===== src/rtl/fifo_pkg.sv =====
// Shared definitions for the async FIFO controllers: Gray/binary pointer
// conversion and the read-side FWFT state encoding.
package fifo_pkg;

    localparam int unsigned PTR_MAX_W = 32;

    typedef enum logic [1:0] {
        IDLE  = 2'd0,
        FETCH = 2'd1,
        HOLD  = 2'd2
    } rd_state_e;

    function automatic logic [PTR_MAX_W-1:0] bin2gray(input logic [PTR_MAX_W-1:0] b);
        return b ^ (b >> 1);
    endfunction

    // Each binary bit is the XOR of all Gray bits at or above it.
    function automatic logic [PTR_MAX_W-1:0] gray2bin(input logic [PTR_MAX_W-1:0] g);
        logic [PTR_MAX_W-1:0] b;
        b = g;
        for (int i = 1; i < PTR_MAX_W; i++) begin
            b = b ^ (g >> i);
        end
        return b;
    endfunction

endpackage


===== src/rtl/fifo_sync.sv =====
// Multi-flop synchronizer for Gray-coded pointers crossing clock domains.
module fifo_sync #(
    parameter int unsigned W      = 1,
    parameter int unsigned STAGES = 2
) (
    input  logic         clk,
    input  logic         arst,
    input  logic [W-1:0] d,
    output logic [W-1:0] q
);

    logic [STAGES-1:0][W-1:0] stage_q;

    always_ff @(posedge clk or posedge arst) begin
        if (arst) begin
            stage_q <= '0;
        end else begin
            stage_q <= {stage_q[STAGES-2:0], d};
        end
    end

    assign q = stage_q[STAGES-1];

endmodule


===== src/rtl/fifo_rd_ctrl.sv =====
// Read-side controller of an async FIFO: pointer sync, empty/level flags,
// RAM read sequencing in standard or first-word-fall-through mode.
module fifo_rd_ctrl
    import fifo_pkg::*;
#(
    parameter int unsigned AW          = 5,
    parameter int unsigned DW          = 8,
    parameter int unsigned SYNC_STAGES = 2,
    parameter int unsigned AE_LEVEL    = 4,
    parameter int unsigned FWFT        = 1
) (
    input  logic          arst,
    input  logic          rclk,
    input  logic [AW:0]   wptr_gray,
    input  logic          ren,
    input  logic          clr_err,
    input  logic [DW-1:0] mem_rdata,
    output logic          mem_ren,
    output logic [AW-1:0] mem_raddr,
    output logic [AW:0]   rptr_gray,
    output logic [DW-1:0] dout,
    output logic          rvalid,
    output logic          empty,
    output logic          almost_empty,
    output logic [AW:0]   rlevel,
    output logic          underflow
);

    localparam int unsigned PW = AW + 1;

    logic [PW-1:0] wgray_s;
    logic [PW-1:0] wbin_s;
    logic [PW-1:0] rbin;
    logic [PW-1:0] rbin_next;
    logic [PW-1:0] rgray_next;
    logic [PW-1:0] level_next;
    logic          empty_i;
    logic          fsm_rd;
    logic          rd_fire;
    logic          underflow_set;
    logic [DW-1:0] dout_q;
    rd_state_e     state;
    rd_state_e     state_next;

    fifo_sync #(
        .W      (PW),
        .STAGES (SYNC_STAGES)
    ) u_wptr_sync (
        .clk  (rclk),
        .arst (arst),
        .d    (wptr_gray),
        .q    (wgray_s)
    );

    assign wbin_s     = PW'(gray2bin(PTR_MAX_W'(wgray_s)));
    assign rbin_next  = rbin + PW'(rd_fire);
    assign rgray_next = PW'(bin2gray(PTR_MAX_W'(rbin_next)));
    assign level_next = wbin_s - rbin_next;

    // FWFT prefetch sequencing; held in IDLE when running in standard mode.
    always_comb begin
        state_next = state;
        fsm_rd     = 1'b0;
        case (state)
            IDLE: begin
                if (!empty_i) begin
                    fsm_rd     = 1'b1;
                    state_next = FETCH;
                end
            end
            FETCH: state_next = HOLD;
            HOLD: begin
                if (ren) begin
                    if (!empty_i) begin
                        fsm_rd     = 1'b1;
                        state_next = FETCH;
                    end else begin
                        state_next = IDLE;
                    end
                end
            end
            default: state_next = IDLE;
        endcase
        if (FWFT == 0) begin
            state_next = IDLE;
            fsm_rd     = 1'b0;
        end
    end

    assign rd_fire       = (FWFT != 0) ? fsm_rd : (ren && !empty_i);
    assign mem_ren       = rd_fire;
    assign mem_raddr     = rbin[AW-1:0];
    assign empty         = (FWFT != 0) ? !rvalid : empty_i;
    assign underflow_set = ren && empty;
    assign dout          = (FWFT == 0 && rvalid) ? mem_rdata : dout_q;

    // Pointer and flag registers; empty_i and rlevel reflect the post-edge rbin.
    always_ff @(posedge rclk or posedge arst) begin
        if (arst) begin
            rbin         <= '0;
            rptr_gray    <= '0;
            empty_i      <= 1'b1;
            rlevel       <= '0;
            almost_empty <= 1'b1;
        end else begin
            rbin         <= rbin_next;
            rptr_gray    <= rgray_next;
            empty_i      <= (rgray_next == wgray_s);
            rlevel       <= level_next;
            almost_empty <= (PTR_MAX_W'(level_next) <= AE_LEVEL);
        end
    end

    always_ff @(posedge rclk or posedge arst) begin
        if (arst) begin
            state  <= IDLE;
            rvalid <= 1'b0;
            dout_q <= '0;
        end else begin
            state <= state_next;
            if (FWFT != 0) begin
                rvalid <= (state_next == HOLD);
                if (state == FETCH) begin
                    dout_q <= mem_rdata;
                end
            end else begin
                rvalid <= rd_fire;
                if (rvalid) begin
                    dout_q <= mem_rdata;
                end
            end
        end
    end

    // A new underflow takes priority over a simultaneous clear.
    always_ff @(posedge rclk or posedge arst) begin
        if (arst) begin
            underflow <= 1'b0;
        end else if (underflow_set) begin
            underflow <= 1'b1;
        end else if (clr_err) begin
            underflow <= 1'b0;
        end
    end

endmodule

===== config.mk =====
export PLATFORM = sky130hd
export DESIGN_NAME = fifo_rd_ctrl
export DESIGN_NICKNAME = d
export VERILOG_FILES = /design/src/rtl/fifo_pkg.sv /design/src/rtl/fifo_sync.sv /design/src/rtl/fifo_rd_ctrl.sv
export SDC_FILE = /design/constraint.sdc
export NUM_CORES = 1
export LEC_CHECK = 0
export CORE_UTILIZATION = 48
export DETAILED_ROUTE_END_ITERATION = 12
export GPL_TIMING_DRIVEN = 0
export PLACE_DENSITY_LB_ADDON = 0.08
export SYNTH_ARGS = -nofsm -noshare
export SYNTH_HDL_FRONTEND = slang
export SYNTH_HIERARCHICAL = 1
export SYNTH_SLANG_ARGS = --single-unit
export TNS_END_PERCENT = 30

===== constraint.sdc =====
create_clock -name rclk -period 4.1 [get_ports rclk]
set_input_delay 0.41 -clock rclk [delete_from_list [all_inputs] [get_ports rclk]]
set_output_delay 0.41 -clock rclk [all_outputs]
set_load 0.02 [all_outputs]

Figure 1. Supply network.
Pins as bars on the die edge.
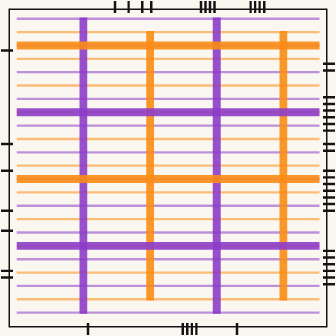
legend:
  VDD:
    colour: orange
  VSS:
    colour: purple
signal pins: 48
rows: 22
met5 straps: 4
Core ar.: 3690 um^2
chip height: 64.3 um
Peak supply drop: 415 uV

Figure 2. Placement by cell class.
The bar under the picture is 20 um long.
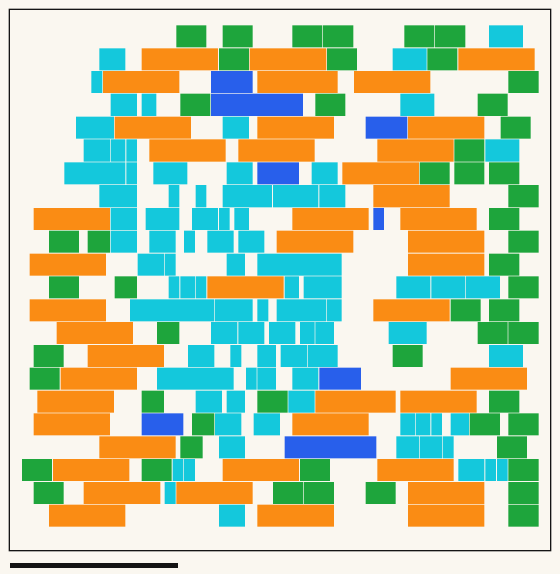
legend:
  sequential cells:
    colour: orange
    cells: 43
    share_of_their_area: 44%
  clock drivers and dummy loads:
    colour: blue
    cells: 8
    share_of_their_area: 5.4%
  combinational and other logic:
    colour: cyan
    cells: 87
    share_of_their_area: 30%
  remaining buffers and delay cells:
    colour: green
    cells: 53
    share_of_their_area: 21%

-- registers in the layout (all words and copies together) (netlist names) --
register / count
dout: 8
underflow: 1
state: 2
rlevel: 6
rvalid: 1
rbin: 6
empty_i: 1
almost_empty: 1
u_wptr_sync/stage_q: 6
rptr_gray: 5
u_wptr_sync/q: 6
-- kinds of logic (layout without fill, tap and decap cells) --
family                     after synthesis  count (layout)  synth area share [%]
adders and majority gates                8               8                  5.63
muxes                                    9               9                  5.37
buffers and inverters                   19              74                  5.03
DFF                                     43              43                  57.8
xor gates and xnor gates                28              28                  16.8
and+or+nand+nor                         18              18                  5.23
AOI/OAI and AO/OA                       11              11                  4.09
-- layout by cell type, fill, tap and decap left out --
cell type        netlist  layout
xor2_2                 1       1
and2_1                 1       1
maj3_2                 2       2
xnor2_4                1       1
bufinv_16              0       2
inv_1                 13      13
nor2b_1                1       1
o21ai_2                1       1
nor3_1                 2       2
a31oi_1                1       1
nor4b_2                1       1
xor2_4                 1       1
buf_4                  6       6
o21ai_0                2       2
fa_1                   1       1
nand2b_1               1       1
nand4_1                1       1
nand3_1                3       3
clkdlybuf4s50_1        0      47
nor4_1                 1       1
dfstp_2                2       2
a21o_1                 2       2
mux2i_1                1       1
xor3_2                 1       1
xnor2_1               12      12
clkbuf_1               0       1
nand2_1                3       3
mux2_2                 8       8
a22o_1                 2       2
nor2_1                 4       4
a21oi_1                2       2
a21oi_2                1       1
ha_1                   5       5
xnor2_2                1       1
xor2_1                11      11
dfrtp_1               41      41
clkbuf_8               0       5
-- final cells by class --
type | count | area, um^2
repair buffers | 47 | 470
multi-input cells | 74 | 693
clock buffers | 6 | 72.6
fillers | 278 | 1160
plain buffers | 6 | 45.0
inverters | 13 | 48.8
well taps | 48 | 60.1
clock inverters | 2 | 60.1
flip-flops and latches | 43 | 1080
-- cell usage after synthesis (2+ instances only) --
| library cell | number | area, um^2 |
|---|---|---|
| dfstp_2 | 2 | 52.6 |
| nand3_1 | 3 | 15.0 |
| xor2_1 | 11 | 96.3 |
| o21ai_0 | 2 | 10.0 |
| nand2_1 | 3 | 11.3 |
| inv_1 | 13 | 48.8 |
| xnor2_1 | 12 | 105 |
| ha_1 | 5 | 62.6 |
| maj3_2 | 2 | 22.5 |
| a21o_1 | 2 | 15.0 |
| dfrtp_1 | 41 | 1030 |
| nor3_1 | 2 | 10.0 |
| buf_4 | 6 | 45.0 |
| a21oi_1 | 2 | 10.0 |
| a22o_1 | 2 | 17.5 |
| mux2_2 | 8 | 90.1 |
| nor2_1 | 4 | 15.0 |
-- power breakdown --
part | internal (uW) | switching (uW) | total [uW]
Clock | 243 | 132 | 375
Combinational | 658 | 711 | 1370
Sequential | 599 | 86.1 | 685
Total | 1500 | 930 | 2430
-- per-stage QoR --
stage,cell area [um^2],cells,hold slack [ns]
after floorplan,1870,136,0.275
after global placement,2400,231,0.333
after detailed placement,2400,231,0.339
after CTS,2530,239,0.358
after global routing,2530,239,0.363
final,2530,239,0.353
==> run notes <==
impl run done, here's what came out: Synth Warn # 6, CTS tree yes, worst slew pin tran 1.10 ns, met1 usage 18.6%, row count 22, DRC Markers 0, cycle use final 77.8%, first-pass GRT wire length 4970 um, pre-CTS WS 0.757 ns, WL met3 185 um, Cell Type Count 33, hold path startpoint u_wptr_sync/stage_q[4]$_DFF_PP0_, Req. time, crit path 4.30 ns, post_cts resized 0, Slew headroom 26.8%, power density cells 961 nW/um^2, type of the worst min-delay path reg2reg, antenna violations before repair 0, ys flops 43, vias per cell 4.75, ANT nets after route 0, Ant. Diodes 0, I/O pin count 48, total power 2430 uW, post-synthesis net count 160, slowest stage delay, CP 0.48 ns, # Post-CTS Setup Buffers 0, # clock sinks 43, Buf/Inv on CP 3, # H-tree levels 2, Mapped Area 1870 um^2, area growth from synthesis to layout 35.5%, clk latency late pin 0.29 ns, Fin. Hold Viols 0, Post-synth EDFFs 0, vias 1,135, crit path to almost_empty$_DFF_PP1_, most used flip-flop cell dfrtp_1, routing usage on met3 5.71%, grt ovf 0, pin count of the biggest net entering global routing 32, DIE AREA 4140 um^2, fin nets 214, PnR worst setup slack 0.909 ns, met1 wire length 1150 um, hold buffer count at cts 0, drt initial violations 26, Final TNS setup 0 ns, max-cap violations 0, # port buffers 47, CP Class reg2reg, CP endpoint kind flop, post-DP HPWL 2200 um, yosys cell count 136, clock period minus worst slack 3.19 ns, fin util 68.6%, RSZ-0062 raised after global routing false, clk buf depth 2, top routing layer used met4, Post-Syn Instances 136, run status finished, final reports clean, CTS root buffer clkbuf_8, R2R depth 13, skew final 0.00519 ns, met2 WL 1460 um, most used routing layer met2, FP Util 50.6%, CP Depth 13, fmax 313 MHz, crit path DAT 3.39 ns, Clk pin slew, worst setup/hold paths 0.08 ns, P_leak 0.00112 uW, Log Warnings 26, average cell area after synthesis 13.7 um^2, Seq share, synth 57.8%, vias in the first global route 1,112, CP Launch Type flop, hold path endpoint u_wptr_sync/q[4]$_DFF_PP0_, share of cells above drive strength 1 17.3%, slowest CP cell xor3_2, Slew Limit Fails 0, Inserted Clock Buffers 5, drt pass-1 iters 4, GPL Wtd Cong 0.778, FF-to-FF End almost_empty$_DFF_PP1_, GRT Total Usage 16.4%, R2R Setup Slk 0.91 ns, hold depth 0, total wire length 2830 um, yosys stat chip area 1870 um^2, met2 Use GR 28.0%, crit path cell chain buf_4 > xor3_2 > xnor2_4 > xnor2_1 > xnor2_1 > ha_1 > inv_1 > fa_1 > inv_1 > maj3_2 > a21oi_2 > xor2_1 > nor4b_2, largest fanout on the critical path 6, # setup viols final 0, delay-heaviest family, CP XOR/XNOR gates, reg2reg start u_wptr_sync/q[3]$_DFF_PP0_, Die W 64.3 um, crit path from u_wptr_sync/q[3]$_DFF_PP0_, ys async rst share 100%, DR WL/cell 11.9 um
Power figures rest on the tool's default switching activity, not on a simulated workload.
